File: config.mk
export PLATFORM = sky130hd
export DESIGN_NAME = residual_coeff_place
export DESIGN_NICKNAME = d
export VERILOG_FILES = /design/src/rtl/residual_coeff_place_pkg.sv /design/src/rtl/residual_coeff_place_conv.sv /design/src/rtl/residual_coeff_place.sv
export SDC_FILE = /design/constraint.sdc
export NUM_CORES = 1
export LEC_CHECK = 0
export CELL_PAD_IN_SITES_DETAIL_PLACEMENT = 1
export CELL_PAD_IN_SITES_GLOBAL_PLACEMENT = 1
export CORE_MARGIN = 3
export CORE_UTILIZATION = 40
export DETAILED_ROUTE_END_ITERATION = 6
export PLACE_DENSITY_LB_ADDON = 0.1
export SLEW_MARGIN = 20
export SYNTH_ARGS = -nofsm -noshare
export SYNTH_HDL_FRONTEND = slang
export SYNTH_HIERARCHICAL = 1
export SYNTH_SLANG_ARGS = --single-unit
File: constraint.sdc
create_clock -name clk -period 15.5 [get_ports clk]
set_clock_uncertainty 0.15 [all_clocks]
set_input_delay 2.325 -clock clk [delete_from_list [all_inputs] [get_ports clk]]
set_output_delay 2.325 -clock clk [all_outputs]
set_load 0.01 [all_outputs]
File: src/rtl/residual_coeff_place_pkg.sv
// Shared defines for residual coefficient placement: FSM encoding, residual
// state codes and block geometry.
package residual_coeff_place_pkg;

  localparam int NUM_COEFF = 16;

  typedef enum logic [1:0] {
    ST_IDLE = 2'd0,
    ST_FILL = 2'd1,
    ST_DONE = 2'd2
  } place_state_t;

  // Residual state codes carried alongside each block for the downstream stage.
  typedef enum logic [3:0] {
    RES_LUMA_LEVEL          = 4'd0,
    RES_INTRA16X16_DC_LEVEL = 4'd1,
    RES_INTRA16X16_AC_LEVEL = 4'd2,
    RES_CB_LEVEL            = 4'd3,
    RES_CB_INTRA16X16_DC    = 4'd4,
    RES_CB_INTRA16X16_AC    = 4'd5,
    RES_CR_LEVEL            = 4'd6,
    RES_CR_INTRA16X16_DC    = 4'd7,
    RES_CR_INTRA16X16_AC    = 4'd8,
    RES_CHROMA_DC_LEVEL_CB  = 4'd9,
    RES_CHROMA_DC_LEVEL_CR  = 4'd10,
    RES_CHROMA_AC_LEVEL_CB  = 4'd11,
    RES_CHROMA_AC_LEVEL_CR  = 4'd12
  } residual_state_t;

endpackage

File: src/rtl/residual_coeff_place_conv.sv
// residual_level_conv: LEVEL_W -> COEFF_W level conversion.
// LEVEL_SAT_EN defined: saturate to the signed COEFF_W range; otherwise truncate.
module residual_level_conv #(
  parameter int LEVEL_W = 16,
  parameter int COEFF_W = 12
) (
  input  logic signed [LEVEL_W-1:0] level,
  output logic signed [COEFF_W-1:0] coeff
);
`ifdef LEVEL_SAT_EN
  localparam logic signed [LEVEL_W-1:0] SAT_MAX = LEVEL_W'((1 << (COEFF_W-1)) - 1);
  localparam logic signed [LEVEL_W-1:0] SAT_MIN = -LEVEL_W'(1 << (COEFF_W-1));

  always_comb begin
    coeff = level[COEFF_W-1:0];
    if (level > SAT_MAX)      coeff = SAT_MAX[COEFF_W-1:0];
    else if (level < SAT_MIN) coeff = SAT_MIN[COEFF_W-1:0];
  end
`else
  logic unused_hi;
  assign unused_hi = ^level[LEVEL_W-1:COEFF_W];
  assign coeff     = level[COEFF_W-1:0];
`endif
endmodule

File: src/rtl/residual_coeff_place.sv
// Places CAVLC level/run_before pairs into a 16-entry scan-order array and
// hands the finished block downstream. Level conversion set by LEVEL_SAT_EN.
module residual_coeff_place
  import residual_coeff_place_pkg::*;
#(
  parameter int LEVEL_W = 16,
  parameter int COEFF_W = 12
) (
  input  logic                      clk,
  input  logic                      rst,
  input  logic                      start,
  input  logic [4:0]                total_coeff,
  input  logic [3:0]                total_zeros,
  input  logic [4:0]                max_coeff_num,
  input  logic [3:0]                residual_state_in,
  output logic                      busy,
  input  logic                      in_valid,
  output logic                      in_ready,
  input  logic signed [LEVEL_W-1:0] level,
  input  logic [3:0]                run_before,
  output logic                      out_valid,
  input  logic                      out_ready,
  output logic [3:0]                residual_state_out,
  output logic signed [COEFF_W-1:0] coeff_0,  coeff_1,  coeff_2,  coeff_3,
  output logic signed [COEFF_W-1:0] coeff_4,  coeff_5,  coeff_6,  coeff_7,
  output logic signed [COEFF_W-1:0] coeff_8,  coeff_9,  coeff_10, coeff_11,
  output logic signed [COEFF_W-1:0] coeff_12, coeff_13, coeff_14, coeff_15,
  output logic                      err
);

  place_state_t              state_q;
  logic signed [5:0]         pos_q;
  logic [4:0]                remaining_q;
  logic                      err_q;
  logic [3:0]                rs_q;
  logic signed [COEFF_W-1:0] coeff_q [NUM_COEFF];
  logic signed [COEFF_W-1:0] conv_out;

  residual_level_conv #(.LEVEL_W(LEVEL_W), .COEFF_W(COEFF_W)) u_conv (
    .level (level),
    .coeff (conv_out)
  );

  logic [5:0]        zsum;
  logic              start_err;
  logic signed [6:0] pos_nxt;

  assign zsum      = {1'b0, total_coeff} + {2'b00, total_zeros};
  assign start_err = (total_coeff > max_coeff_num) || (zsum > {1'b0, max_coeff_num});
  // One extra bit so an underflow below zero is seen before truncation.
  assign pos_nxt   = {pos_q[5], pos_q} - {3'b000, run_before} - 7'sd1;

  always_ff @(posedge clk or posedge rst) begin
    if (rst) begin
      state_q     <= ST_IDLE;
      pos_q       <= '0;
      remaining_q <= '0;
      err_q       <= 1'b0;
      rs_q        <= '0;
      for (int k = 0; k < NUM_COEFF; k++) coeff_q[k] <= '0;
    end else begin
      unique case (state_q)
        ST_IDLE: if (start) begin
          for (int k = 0; k < NUM_COEFF; k++) coeff_q[k] <= '0;
          rs_q        <= residual_state_in;
          pos_q       <= zsum - 6'd1;
          remaining_q <= total_coeff;
          err_q       <= start_err;
          if (start_err || total_coeff == 5'd0) state_q <= ST_DONE;
          else                                  state_q <= ST_FILL;
        end
        ST_FILL: if (in_valid) begin
          // Range guard covers max_coeff_num values beyond the array size.
          if (!err_q && pos_q[5:4] == 2'b00) coeff_q[pos_q[3:0]] <= conv_out;
          pos_q       <= pos_nxt[5:0];
          remaining_q <= remaining_q - 5'd1;
          if (pos_nxt[6] && remaining_q > 5'd1) err_q <= 1'b1;
          if (remaining_q == 5'd1) state_q <= ST_DONE;
        end
        ST_DONE: if (out_ready) state_q <= ST_IDLE;
        default: state_q <= ST_IDLE;
      endcase
    end
  end

  assign busy               = (state_q != ST_IDLE);
  assign in_ready           = (state_q == ST_FILL);
  assign out_valid          = (state_q == ST_DONE);
  assign err                = err_q;
  assign residual_state_out = rs_q;

  assign coeff_0  = coeff_q[0];   assign coeff_1  = coeff_q[1];
  assign coeff_2  = coeff_q[2];   assign coeff_3  = coeff_q[3];
  assign coeff_4  = coeff_q[4];   assign coeff_5  = coeff_q[5];
  assign coeff_6  = coeff_q[6];   assign coeff_7  = coeff_q[7];
  assign coeff_8  = coeff_q[8];   assign coeff_9  = coeff_q[9];
  assign coeff_10 = coeff_q[10];  assign coeff_11 = coeff_q[11];
  assign coeff_12 = coeff_q[12];  assign coeff_13 = coeff_q[13];
  assign coeff_14 = coeff_q[14];  assign coeff_15 = coeff_q[15];

endmodule

==> run summary, run 1 <==
run metrics: run status=complete, no violations, Top cell excl fill/tap=clkdlybuf4s50_1, P_leak=5.17 nW, pre-CTS setup slack=9.75 ns, syn_nets=929, Seq share, synth=0.595, Hold Crit Class=reg -> reg, peak supply drop=0.0849 mV, number of diodes=0, final setup vio count=0, Crit Path Max Fanout=5, GPL Wtd Cong=0.774, final net count=1128, max-slew violation count=0, crit start category=input port, clkbuf count=31, Chip Area, Yosys=8840 um^2, Min-Delay Startpoint=coeff_2[7], critical path's top delay family=AND-OR/OR-AND gates, Worst R2R Start=state_q[0], worst setup margin=10.21 ns, initial DRC count=406, # Cells Yosys=863, worst-path cell chain=clkdlybuf4s50_1 -> ha_1 -> a21o_1 -> a211oi_1 -> nor2_1 -> ha_1 -> o21ai_0 -> a21oi_1 -> o31a_1 -> or4_1 -> o21a_1, DP Cell Count=1312, clock network area share=0.0674, largest class=sequential cells, Logic area=3110 um^2, residual DRC count=0, H-Tree Depth=1, crit path time final=5.29 ns, met2 GRT Util=0.396, multi-input gates=562, # Taps=275, Top cells by area=dfrtp_1 (59%), o21ai_0 (10%), nand2_1 (8.3%), Ports=243, initial antenna violation count=0, Layout fillers=2355, IO buf count=238, Area leader share=0.595, CP dominant cell by count=ha_1, first-pass GRT wire length=45500 um, Tool Warnings=33, Storage cell area=5260 um^2, Core Footprint=21400 um^2, Die Wd=155 um, busiest layer in global routing=met2, Pwr Total=1.69 mW, Worst-Margin Slew=0.987 ns, finished layout cell area=12000 um^2, Layout Utilization=0.564, CTS max path bufs=3, Final ANT Viol Nets=0, synthesized instance count=863, setup TNS=0 ns
run 1: worst register-to-register path, stage by stage, from the launching register on:
cell and delay, ns:
dfrtp_1 0.63, mux2i_1 0.25, nor3_4 0.19, buf_4 0.54, nand2_1 0.65, o21ai_0 0.41
run 1: power by group through the flow:
stage	Combinational, mW	Clock [mW]	Sequential [mW]
floorplan	0.310	0	0.642
global placement	0.460	0	0.656
detailed placement	0.465	0	0.659
CTS	0.472	0.589	0.650
global route	0.516	0.616	0.659
finish	0.466	0.578	0.650
run 1: kinds of logic after synthesis:
logic type,after synthesis,share of synthesized area
AND/OR/NAND/NOR,266,0.128
AND-OR/OR-AND,261,0.176
flip-flops,210,0.595
buffers and inverters,91,0.0535
adder cells (fa/ha/maj),23,0.0343
XOR/XNOR,7,0.00694
multiplexers,5,0.00623
Figure 1. M1 wires (run 1).
Scale: 4 px per um. Supply wires on this layer in gray.
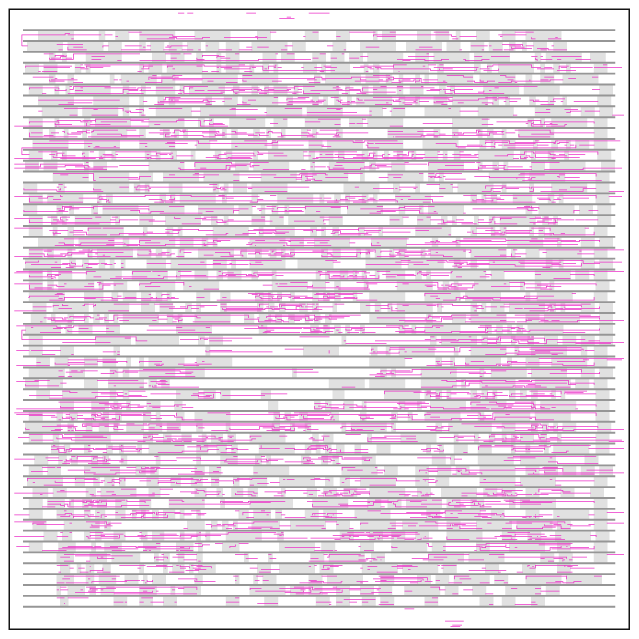
longest straight run: 86.0 um
wire length on this layer: 12400 um

Figure 2. M3 wires (run 1).
Scale: 2 px per um.
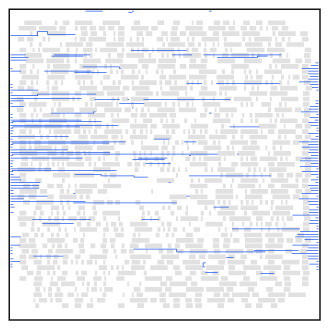
longest straight run: 66.7 um
main direction: horizontal
nets with wire on the layer: 161
Post-Route WL: 28500 um
met3 usage: 0.0588
total number of vias: 7338

Figure 3. Met4 routing (run 1).
Scale: 3 px per um. Supply wires on this layer in gray.
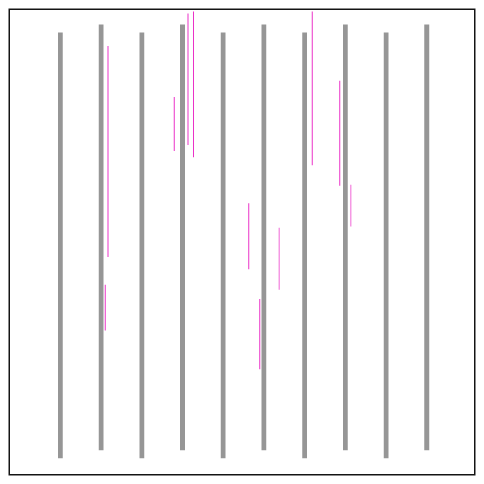
share of all routed wire: 1.3%
nets with wire on the layer: 7
longest straight run: 70.0 um

==> run 1 -> run 2 <==
- CORE_UTILIZATION: 40 -> 33
- clock period: 15.5 -> 4.85 ns (I/O delays scaled with it)
==> run 2 against run 1 <==
Sequential power grew to 3.2 times the previous value. Die size is 20% higher. Clock power increased to 3.4 times the previous value. Final area grew 1.4%. Count of clock-buffer cells in the layout increased by 3. Register-to-register slack got worse by 11 ns. Synthesized area unchanged. Largest cell class unchanged. Largest power group unchanged.
==> run summary, run 2 <==
run metrics: run status=complete, no violations (unchanged), Top cell excl fill/tap=clkdlybuf4s50_1 (unchanged), P_seq=2.07 mW (was 650 uW), vias in the first global route=7549 (was 7701), synthesized instance count=863 (unchanged), Die Wd=170 um (was 155 um), Ports=243 (unchanged), CP dominant cell by count=ha_1 (unchanged), Latency at later pin=0.52 ns (was 0.50 ns), clock share of power=0.352 (was 0.341), finished layout cell area=12200 um^2 (was 12000 um^2), clk pwr=1.94 mW (was 578 uW), residual DRC count=0 (unchanged), hold_buf cts=0 (unchanged), Worst-Margin Slew=0.920 ns (was 0.987 ns), TritonCTS clock tree=built (unchanged), Top logic family=AND-OR/OR-AND gates (unchanged), Synth Area in Adders=0.0343 (unchanged), CTS max path bufs=3 (unchanged), # Cells Yosys=863 (unchanged), Crit Path Max Fanout=5 (unchanged), Seq share, synth=0.595 (unchanged), final net count=1132 (was 1128), WP buf/inv=1 (unchanged), Logic area=3110 um^2 (unchanged), busiest layer in global routing=met2 (unchanged), DP Cell Count=1375 (was 1312), placed instance area=11400 um^2 (was 11200 um^2), RSZ-0062 raised after global routing=false (unchanged), H-Tree Depth=1 (unchanged), combinational share of power=0.274 (was 0.275), setup TNS=0 ns (unchanged), critical path's top delay family=AND-OR/OR-AND gates (unchanged), Post-Synth Simple-Gate Area=0.128 (unchanged), Min-Delay Startpoint=coeff_3[8] (was coeff_2[7]), Final ANT Viol Nets=0 (unchanged), Area leader share=0.595 (unchanged), Hold Crit Class=reg -> reg (unchanged), peak supply drop=0.343 mV (was 0.0849 mV), Worst R2R Start=state_q[0] (unchanged), IO buf count=238 (unchanged), pre-CTS setup slack=0.708 ns (was 9.75 ns), Core Footprint=26200 um^2 (was 21400 um^2), max-slew violation count=0 (unchanged), initial DRC count=516 (was 406), Layout area overhead=38.2% (was 36.3%), Compound-Gate Fraction of Synth Area=0.176 (unchanged), top power group=registers (unchanged), xor/xnor share of the synthesized area=0.00694 (unchanged), worst-path cell chain=clkdlybuf4s50_1 -> ha_1 -> a21o_1 -> a211oi_1 -> nor2_1 -> ha_1 -> o21ai_0 -> a21oi_1 -> o31a_1 -> or4_1 -> o21a_1 (unchanged), GPL Wtd Cong=0.735 (was 0.774), Layout fillers=2875 (was 2355), syn_nets=929 (unchanged), Max transition margin=0.385 (was 0.342), crit start category=input port (unchanged), CP Data Arrival Time=3.85 ns (was 5.52 ns), first-pass GRT wire length=45200 um (was 45500 um), Avg WL per Cell=20.5 um (was 21.1 um), crit path time final=3.60 ns, Dominant Register Cell=dfrtp_1 (unchanged), Storage cell area=5260 um^2 (unchanged), Layout Utilization=0.466 (was 0.564), Chip Area, Yosys=8840 um^2 (unchanged), Tool Warnings=34 (was 33), Post-synth EDFFs=0 (unchanged), R2R setup slack=1.87 ns (was 12.57 ns), PwrDens=453 nW/um^2 (was 141 nW/um^2), Top cells by area=dfrtp_1 (59%), o21ai_0 (10%), nand2_1 (8.3%) (unchanged), Multiplexer share=0.00623 (unchanged), asr flop ratio synth=1.00 (unchanged), P_leak=5.21 nW (was 5.17 nW), critical path depth=11 (unchanged), worst setup margin=1.25 ns (was 10.21 ns), top cells by count=dfrtp_1 (210), nand2_1 (196), o21ai_0 (182) (unchanged), Pwr Total=5.53 mW (was 1.69 mW), clock-pin transition on the worst setup and hold timing paths=0.06 ns (about the same), final setup vio count=0 (unchanged), largest net degree at the start of global routing=102 (was 145), initial antenna violation count=1 (was 0), Comb. pwr=1.51 mW (was 466 uW), met2 GRT Util=0.327 (was 0.396)
## run 2: cell counts after synthesis
Identical to the previous run, type by type.
## run 2: area by class of cell
cell class	instances	area share
Clock buffer	34	0.0588
Timing Repair Buffer	251	0.205
Antenna cell	1	0.000205
Inverter	17	0.00553
Multi-Input combinational cell	562	0.255
Sequential cell	210	0.430
Clock inverter	9	0.0113
Tap cell	335	0.0343
## run 2: worst register-to-register path, delay by kind of cell (launching register included)
kind	cells	cell delay, ns
mux	1	0.27
compound gates	1	0.39
buf+inv	1	0.56
simple gates	2	0.90
flops	1	0.62
## run 2: metal layers
metal	share of wire	vias to the layer above	wire (um)
met5	0	-	0
met2	0.47	179	13800
li1	-	3369	-
met3	0.065	25	1890
met4	0.0096	0	280
met1	0.45	3619	13100
Figure 4. Met4 routing (run 2).
Scale: 3 px per um. Supply wires on this layer in gray.
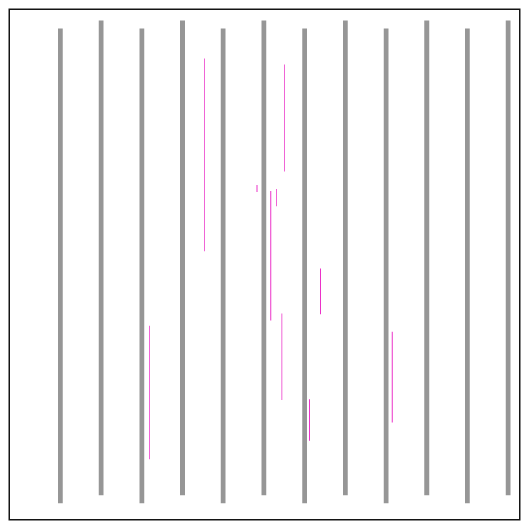
share of all routed wire: 0.96%
nets with wire on the layer: 4
wire length on this layer: 281 um
longest straight run: 63.9 um
total number of vias: 7192
Post-Route WL: 29100 um

Figure 5. M3 wires (run 2).
Scale: 2 px per um.
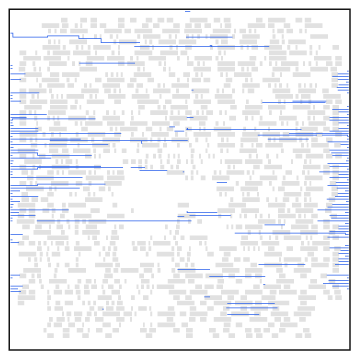
main direction: horizontal
longest straight run: 77.1 um
met3 usage: 0.0424

==> run 2 -> run 3 <==
- clock period: 4.85 -> 2.9 ns (I/O delays scaled with it)
==> run 3 against run 2 <==
Synthesized area did not move. Register-to-register slack worse by 1.2 ns. Global-route usage rose by 0.61 points. Highest routed layer unchanged.
==> run summary, run 3 <==
run metrics: DP Cell Count=1407 (was 1375), Max Used Layer=met4 (unchanged), xor/xnor share of the synthesized area=0.00694 (unchanged), residual DRC count=0 (unchanged), Synth Area in Adders=0.0343 (unchanged), Worst-Margin Slew=0.576 ns (was 0.920 ns), CTS max path bufs=3 (unchanged), Layout Utilization=0.477 (was 0.466), H-Tree Depth=1 (unchanged), layout cell share with drive strength beyond 1=0.104 (was 0.0637), Pwr Total=9.18 mW (was 5.53 mW), clock share of power=0.321 (was 0.352), Chip Area, Yosys=8840 um^2 (unchanged), CP Data Arrival Time=3.06 ns (was 3.85 ns), Worst R2R Start=pos_q[1] (was state_q[0]), TritonCTS clock tree=built (unchanged), Multiplexer share=0.00623 (unchanged), Hold Crit Class=in -> async (was reg -> reg), IO buf count=238 (unchanged), Layout area overhead=41.5% (was 38.2%), Seq share, synth=0.595 (unchanged), met2 GRT Util=0.333 (was 0.327), max-slew violation count=0 (unchanged), met3 WL=2050 um (was 1890 um), Max transition margin=0.616 (was 0.385), # Cells Yosys=863 (unchanged), final net count=1171 (was 1132), worst setup margin=0.0802 ns (was 1.25 ns), Comb. pwr=2.80 mW (was 1.51 mW), setup TNS=0 ns (unchanged), Logic area=3180 um^2 (was 3110 um^2), Latency at later pin=0.51 ns (was 0.52 ns), run status=complete, no violations (unchanged), largest net degree at the start of global routing=94 (was 102), R2R setup slack=0.64 ns (was 1.87 ns), PwrDens=735 nW/um^2 (was 453 nW/um^2), DR WL met2=13800 um (about the same), top cells by count=dfrtp_1 (210), nand2_1 (196), o21ai_0 (182) (unchanged), first-pass GRT wire length=46700 um (was 45200 um), Final ANT Viol Nets=0 (unchanged), P_leak=5.40 nW (was 5.21 nW), Post-Synth Simple-Gate Area=0.128 (unchanged), met3 usage=0.0508 (was 0.0424), pre-CTS setup slack=-0.591 ns (was 0.708 ns), finished layout cell area=12500 um^2 (was 12200 um^2), combinational share of power=0.305 (was 0.274), initial antenna violation count=1 (unchanged), crit start category=input port (unchanged), Tool Warnings=32 (was 34), Post-synth EDFFs=0 (unchanged), clock-pin transition on the worst setup and hold timing paths=0.06 ns (about the same), crit path time final=2.82 ns, placed instance area=11600 um^2 (was 11400 um^2), peak supply drop=0.420 mV (was 0.343 mV), P_seq=3.44 mW (was 2.07 mW), busiest layer in global routing=met2 (unchanged), Core Footprint=26200 um^2 (unchanged), hold_buf cts=0 (unchanged), asr flop ratio synth=1.00 (unchanged), Avg WL per Cell=20.6 um (was 20.5 um), wl on met1=13700 um (was 13100 um), Compound-Gate Fraction of Synth Area=0.176 (unchanged), Die Wd=170 um (unchanged)
[run 3: cell counts after synthesis]
No cell type changed its count.
[run 3: final cells by class]
class	count	area share
clock inverter	12	0.00971
antenna	1	0.000200
tap	335	0.0335
inverter	17	0.00540
clock buffer	29	0.0511
multi-input combinational	562	0.254
timing repair buffer	290	0.226
sequential	210	0.420
[run 3: worst max-delay path: stages]
cell and delay [ns]:
clkdlybuf4s50_1 0.47, ha_4 0.33, nand3_1 0.12, a21boi_2 0.20, nor2_2 0.08, ha_1 0.31, o21ai_2 0.07, a21oi_1 0.07
o31a_1 0.27, or4_4 0.54, o21a_1 0.17
[run 3: timing repair]
action / in CTS / in global routing
setup endpoints to repair: 2 / 2
pin swaps: 2 / 4
setup buffers: 5 / 2
gates cloned: 0 / 0
gates resized: 4 / 14
hold endpoints to repair: 0 / 0
Figure 6. Signal wires by layer (run 3).
Scale: 3 px per um. Only two layers are drawn.
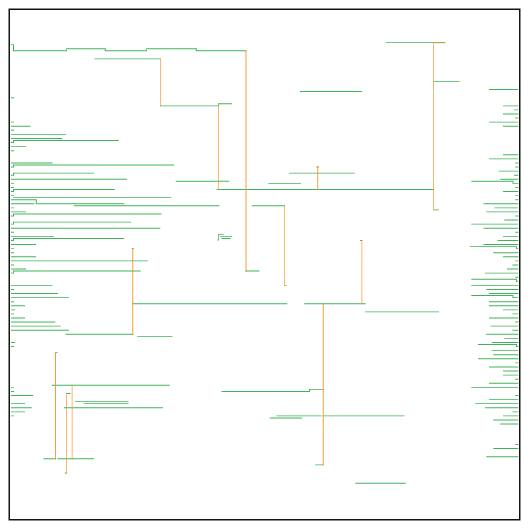
[orange] metal 4 | wire length: 400 um
[green] metal 3 | wire length: 2050 um

Figure 7. M1 wires (run 3).
Scale: 3 px per um. Supply wires on this layer in gray.
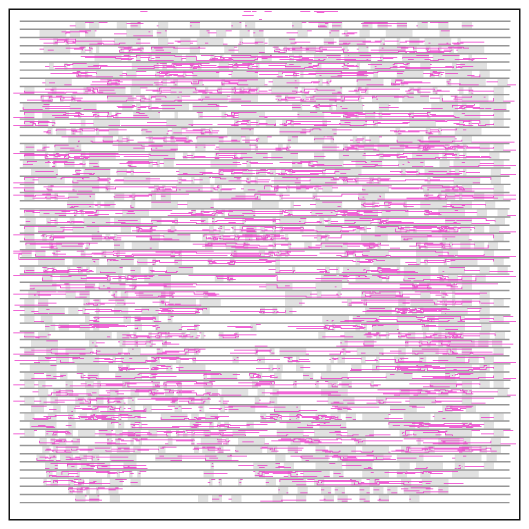
longest straight run: 52.9 um
main direction: horizontal
Post-Route WL: 30000 um
total number of vias: 7396


==> notes/layouts.md <==
Pictures saved along the way, in no particular order.

Routing congestion map.
Plate I
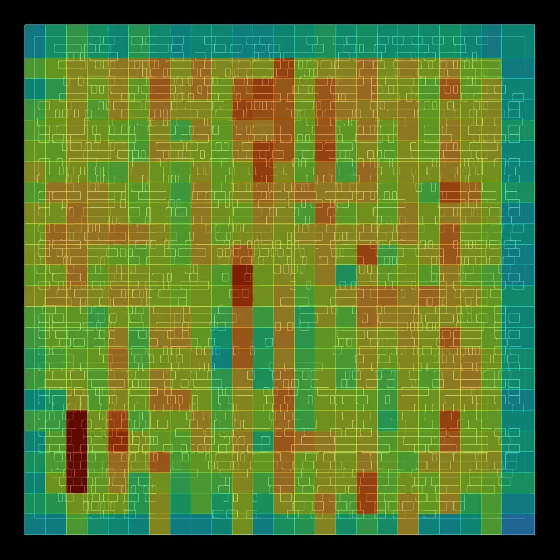
Plate II
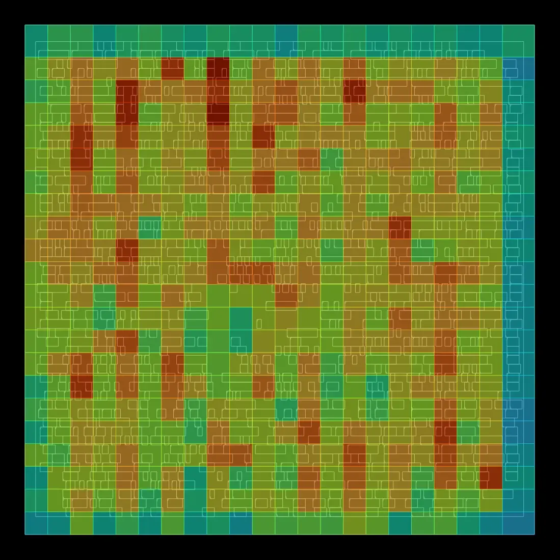
run 1: Plate II
run 3: Plate I

Power is estimated from default activity; no workload was simulated.
